--- config.mk ---
export PLATFORM = sky130hd
export DESIGN_NAME = legv8_imm_extend_buf
export DESIGN_NICKNAME = d
export VERILOG_FILES = /design/src/rtl/legv8_imm_pkg.sv /design/src/rtl/legv8_imm_decode.sv /design/src/rtl/legv8_imm_extend_buf.sv
export SDC_FILE = /design/constraint.sdc
export NUM_CORES = 1
export LEC_CHECK = 0
export CAP_MARGIN = 0
export CORE_UTILIZATION = 45
export CTS_BUF_LIST = sky130_fd_sc_hd__clkbuf_8
export DETAILED_ROUTE_END_ITERATION = 10
export PLACE_DENSITY_LB_ADDON = 0.15
export SLEW_MARGIN = 10
export SYNTH_ARGS = -nofsm -noshare
export SYNTH_HDL_FRONTEND = slang
export SYNTH_SLANG_ARGS = --single-unit
--- constraint.sdc ---
create_clock -name clk -period 2.1 [get_ports clk]
set_input_delay 0.315 -clock clk [delete_from_list [all_inputs] [get_ports clk]]
set_output_delay 0.315 -clock clk [all_outputs]
set_load 0.02 [all_outputs]
--- src/rtl/legv8_imm_pkg.sv ---
// Shared format codes, opcode match values and buffer entry type for the LEGv8 immediate extender.
// Optional feature macro used by the decoder: LEGV8_MOVW_SHIFT_EN.
package legv8_imm_pkg;

   localparam int IMM_W = 64;

   typedef enum logic [2:0] {
      FMT_NONE = 3'd0,
      FMT_D    = 3'd1,
      FMT_I    = 3'd2,
      FMT_B    = 3'd3,
      FMT_CB   = 3'd4,
      FMT_IW   = 3'd5
   } fmt_t;

   localparam logic [5:0] OP_B      = 6'h05;
   localparam logic [5:0] OP_BL     = 6'h25;

   localparam logic [7:0] OP_CBZ    = 8'hB4;
   localparam logic [7:0] OP_CBNZ   = 8'hB5;
   localparam logic [7:0] OP_BCOND  = 8'h54;

   localparam logic [8:0] OP_MOVZ   = 9'h1A5;
   localparam logic [8:0] OP_MOVK   = 9'h1E5;

   // I-format opcodes are quoted as 11-bit values (0x488 ...); only the top 10 bits are fixed.
   localparam logic [9:0] OP_ADDI   = 10'h244;
   localparam logic [9:0] OP_ADDIS  = 10'h2C4;
   localparam logic [9:0] OP_SUBI   = 10'h344;
   localparam logic [9:0] OP_SUBIS  = 10'h3C4;
   localparam logic [9:0] OP_ANDI   = 10'h248;
   localparam logic [9:0] OP_ORRI   = 10'h2C8;
   localparam logic [9:0] OP_EORI   = 10'h348;

   localparam logic [10:0] OP_LDUR   = 11'h7C2;
   localparam logic [10:0] OP_STUR   = 11'h7C0;
   localparam logic [10:0] OP_LDURB  = 11'h1C2;
   localparam logic [10:0] OP_STURB  = 11'h1C0;
   localparam logic [10:0] OP_LDURH  = 11'h3C2;
   localparam logic [10:0] OP_STURH  = 11'h3C0;
   localparam logic [10:0] OP_LDURSW = 11'h5C4;
   localparam logic [10:0] OP_STURW  = 11'h5C0;

   typedef struct packed {
      logic [IMM_W-1:0] imm;
      logic [2:0]       fmt;
   } entry_t;

endpackage

--- src/rtl/legv8_imm_decode.sv ---
// Combinational LEGv8 format decode, immediate extraction and extension to DATA_W.
// LEGV8_MOVW_SHIFT_EN defined: MOVZ/MOVK immediates are pre-shifted by 16*hw.
module legv8_imm_decode
   import legv8_imm_pkg::*;
#(
   parameter int DATA_W   = 64,
   parameter int BR_SHIFT = 1
) (
   input  logic [31:0]       instr,
   output logic [DATA_W-1:0] imm,
   output logic [2:0]        fmt
);

   fmt_t              dec_fmt;
   logic [DATA_W-1:0] iw_imm;
   logic              unused_rd;

   assign unused_rd = ^instr[4:0];
   assign fmt       = dec_fmt;

   function automatic logic [DATA_W-1:0] scale_br(input logic [DATA_W-1:0] v);
      return (BR_SHIFT != 0) ? (v << 2) : v;
   endfunction

`ifdef LEGV8_MOVW_SHIFT_EN
   logic [63:0] mov_wide;
   assign mov_wide = 64'(instr[20:5]) << {instr[22:21], 4'b0000};
   assign iw_imm   = mov_wide[DATA_W-1:0];
`else
   assign iw_imm   = {{(DATA_W-16){1'b0}}, instr[20:5]};
`endif

   always_comb begin
      dec_fmt = FMT_NONE;
      imm     = '0;
      if (instr[31:26] inside {OP_B, OP_BL}) begin
         dec_fmt = FMT_B;
         imm     = scale_br({{(DATA_W-26){instr[25]}}, instr[25:0]});
      end else if (instr[31:24] inside {OP_CBZ, OP_CBNZ, OP_BCOND}) begin
         dec_fmt = FMT_CB;
         imm     = scale_br({{(DATA_W-19){instr[23]}}, instr[23:5]});
      end else if (instr[31:23] inside {OP_MOVZ, OP_MOVK}) begin
         dec_fmt = FMT_IW;
         imm     = iw_imm;
      end else if (instr[31:22] inside {OP_ADDI, OP_ADDIS, OP_SUBI, OP_SUBIS,
                                        OP_ANDI, OP_ORRI, OP_EORI}) begin
         dec_fmt = FMT_I;
         imm     = {{(DATA_W-12){1'b0}}, instr[21:10]};
      end else if (instr[31:21] inside {OP_LDUR, OP_STUR, OP_LDURB, OP_STURB,
                                        OP_LDURH, OP_STURH, OP_LDURSW, OP_STURW}) begin
         dec_fmt = FMT_D;
         imm     = {{(DATA_W-9){instr[20]}}, instr[20:12]};
      end
   end

endmodule

--- src/rtl/legv8_imm_extend_buf.sv ---
// Immediate extend stage with a 2-entry output buffer so decode backpressure never drops an instruction.
// Optional feature macro (in legv8_imm_decode): LEGV8_MOVW_SHIFT_EN.
module legv8_imm_extend_buf
   import legv8_imm_pkg::*;
#(
   parameter int DATA_W   = 64,
   parameter int BR_SHIFT = 1
) (
   input  logic              clk,
   input  logic              rst_n,
   input  logic              in_valid,
   output logic              in_ready,
   input  logic [31:0]       in_instr,
   output logic              out_valid,
   input  logic              out_ready,
   output logic [DATA_W-1:0] out_imm,
   output logic [2:0]        out_fmt
);

   logic [DATA_W-1:0] dec_imm;
   logic [2:0]        dec_fmt;
   entry_t            new_entry;
   entry_t            head;
   entry_t            tail;
   logic [1:0]        count;
   logic              push;
   logic              pop;

   legv8_imm_decode #(
      .DATA_W   (DATA_W),
      .BR_SHIFT (BR_SHIFT)
   ) u_decode (
      .instr (in_instr),
      .imm   (dec_imm),
      .fmt   (dec_fmt)
   );

   assign new_entry.imm = IMM_W'(dec_imm);
   assign new_entry.fmt = dec_fmt;

   // in_ready depends only on the registered count, never on out_ready.
   assign in_ready  = (count < 2'd2);
   assign out_valid = (count != 2'd0);
   assign out_imm   = head.imm[DATA_W-1:0];
   assign out_fmt   = head.fmt;
   assign push      = in_valid && in_ready;
   assign pop       = out_valid && out_ready;

   always_ff @(posedge clk or negedge rst_n) begin
      if (!rst_n) begin
         count <= 2'd0;
         head  <= '0;
         tail  <= '0;
      end else begin
         case ({push, pop})
            2'b10: begin
               if (count == 2'd0) head <= new_entry;
               else               tail <= new_entry;
               count <= count + 2'd1;
            end
            2'b01: begin
               head  <= tail;
               count <= count - 2'd1;
            end
            2'b11: begin
               // Push with pop only happens at count 1: the new entry becomes the head.
               head <= new_entry;
            end
            default: ;
         endcase
      end
   end

endmodule

### Metal layers overlaid

Only two layers are drawn.
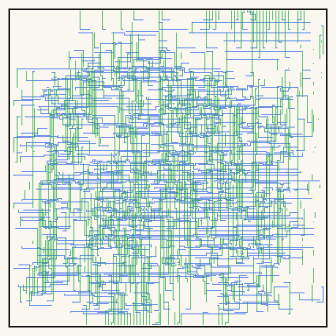
- M1: blue (wire length 4,990 um)
- M2: green (wire length 5,140 um)

### Nets reached from selected ports

Bar = 20 um.
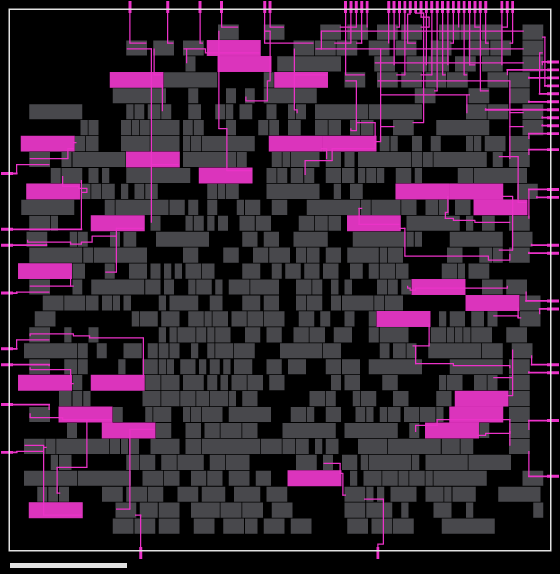
- out_imm: magenta (bits 64; direction output; edge 33 top, 21 right, 8 left, 2 bottom; end cells 28; wire 1,140 um)
number of input and output port buffers inserted: 104
top-level I/O count: 105

==> results.toml <==
# flow metrics
[yosys]
post_synth_main_logic_family = "AND-OR/OR-AND gates"
yosys.stat.chipArea_um2 = 3660
synthMuxAreaShare_pct = 0.274
simple_gate_area_share_pct = 16.5
avgSynthCellArea_um2 = 8.79
total_cells_reported_by_yosys_after_synthesis = 416
ys_types = 47
fraction_of_registers_with_async_set_reset_pct = 100
synth-warning-count = 0
ys.flops = 64
synth.yosys.seq_area_share_pct = 43.8
and_or_or_and_share_of_the_synthesized_area_pct = 26.3
synthesis.nets = 454
ff_type = "dfrtp_1"
xor_xnor_area_share_pct = 0.718
post_synth_fa_ha_maj_area_fraction_pct = 0.684
syn_inst = 416
mappedNetlistArea_um2 = 3660

[layout]
most_instantiated_logic_cells_after_routing = "clkdlybuf4s50_1 (101), dfrtp_1 (64), a21oi_1 (59)"
number_of_nets_at_the_end_of_the_flow = 563
register_area_um2 = 1600
core_utilization_of_the_finished_layout_pct = 66.6
number_of_inserted_diodes = 0
final_cells = 632
layout.cells.most_common = "clkdlybuf4s50_1"
final-comb-area_um2 = 1660
layout.cell_area.non_filler_um2 = 5200
fillCellCount = 661

[clock_network]
cts_resized = 0
clk_lat_worst_skew_ns = 0.36
cts.path.max_buffers = 2
clkSlewWorstSetupHoldPaths_ns = 0.07
h-tree-depth = 3
cts_tree = "yes"
numCtsBuffers = 9
clockRootBuffer = "clkbuf_8"
clock_sinks = 64
post_cts.repair.setup_buffers = 0
cts_hold_repair.buffers = 1

[critical_path]
crit-reg2reg-launch = "count[0]$_DFFE_PN0P_"
critical_path.max_fanout = 9
worst-r2r-cell-count = 10
worst_r2r_endpoint = "out_imm[23]$_DFFE_PN0P_"
arrival_time_at_the_worst_endpoint_ns = 2.23
reg2reg_setup_slack_ns = 0.16
cp-end-kind = "register"
crit_start = "in_instr[28]"
critPathKind = "input port to register"
crit_end = "out_imm[12]$_DFFE_PN0P_"

[placement]
placed_cell_area_um2 = 4930
dpl.hpwl_um = 8020
worst_slack_at_placement_ns = -0.312

[outcome]
run_status = "complete, no violations"

[power]
power_density_nw_per_um2 = 1370
worst_ir_drop_vdd_v = 0.000844
total_power_w = 0.00710
p_leak_nw = 2.18

[final_timing]
achievable_clock_frequency_ghz = 0.504
report.final.setup_viol = 0
finalWorstPathRequiredPeriod_ns = 1.98
skew_final_ns = 0.00649
setup-tns-final_ns = 0
fin_hold_ws_ns = 0.476
relSlewSlack_pct = 72.7
rsz0062_at_grt = "false"
timing_worst_slew_pin_value_ns = 0.406
finalClockPeriodUsage_pct = 94.4
finalHoldViolations = 0

[worst_hold_path]
hold_path_startpoint = "tail[17]$_DFFE_PN0P_"

[route]
drt_pre_antenna_iters = 5
detail_route.vias_per_cell = 5.66
dr_total_vias = 3577
final_antenna_net_count = 0
finalWirelength_um = 11100
detail_route.iter0.violations = 277
remaining_drc_errors = 0
routed_wire_length_per_instance_um = 17.5

[grt]
grt.total_usage_pct = 27.4
grt_remaining_overflow = 0
antenna_violations_before_repair = 0
number_of_global_route_vias_before_repair = 3397
grt_max_degree = 65

[floorplan]
floorplan.die.width_um = 92.2
die_outline_area_um2 = 8490
rows = 32
die_h_um = 92.2

[job]
maxCapViolations = 0
warning_count = 27
==> where the power goes <==
group	switching (W)	leakage (nW)	internal (W)	total, W
logic	0.00209	1.27	0.00175	0.00384
clock network	0.000518	0.113	0.000704	0.00122
registers	0.000276	0.799	0.00176	0.00204
total	0.00288	2.18	0.00422	0.00710
==> critical path, stage by stage <==
cell             delay [ns]
clkdlybuf4s50_1        0.47
or3b_1                 0.40
a2111oi_4              0.26
buf_6                  0.17
a21o_1                 0.15
buf_12                 0.12
a221oi_1               0.05
o31ai_1                0.28
==> final cells by class <==
cell class	count	area share, %
multi-input combinational	280	31.9
sequential	64	30.8
timing repair buffer	164	30.0
clock buffer	10	2.65
tap	102	2.46
clock inverter	6	1.73
inverter	6	0.433
==> Yosys cell counts (3+ instances only) <==
cell type  number  share of area, %
dfrtp_1        64                44
a21oi_1        60               8.2
nor2_1         44               4.5
buf_4          39               8.0
o21ai_0        33               4.5
nand2_1        30               3.1
clkbuf_1       21               2.2
or3_1          20               3.4
o31ai_1        14               2.9
a221oi_1        9               2.2
and3_1          9               1.5
a31oi_1         7               1.2
inv_1           6              0.62
a2bb2oi_1       5               1.2
buf_2           5              0.68
nor3_1          5              0.68
o21ai_1         3              0.41
xnor2_1         3              0.72
==> layer usage <==
| layer | track usage (%) | part of all wire, % | vias to the layer above | routed length, um |
|---|---|---|---|---|
| met4 | 11.7 | 2.4 | 0 | 261 |
| met3 | 3.90 | 5.9 | 21 | 654 |
| li1 | - | - | 1683 | - |
| met5 | 0 | 0 | - | 0 |
| met1 | 37.9 | 45 | 1730 | 4990 |
| met2 | 42.7 | 47 | 143 | 5140 |
==> sequential cells by signal, indices dropped and copies added, names as in the netlist <==
name	cells
out_imm	28
count	2
tail	31
out_fmt	3
Power figures rest on the tool's default switching activity, not on a simulated workload.
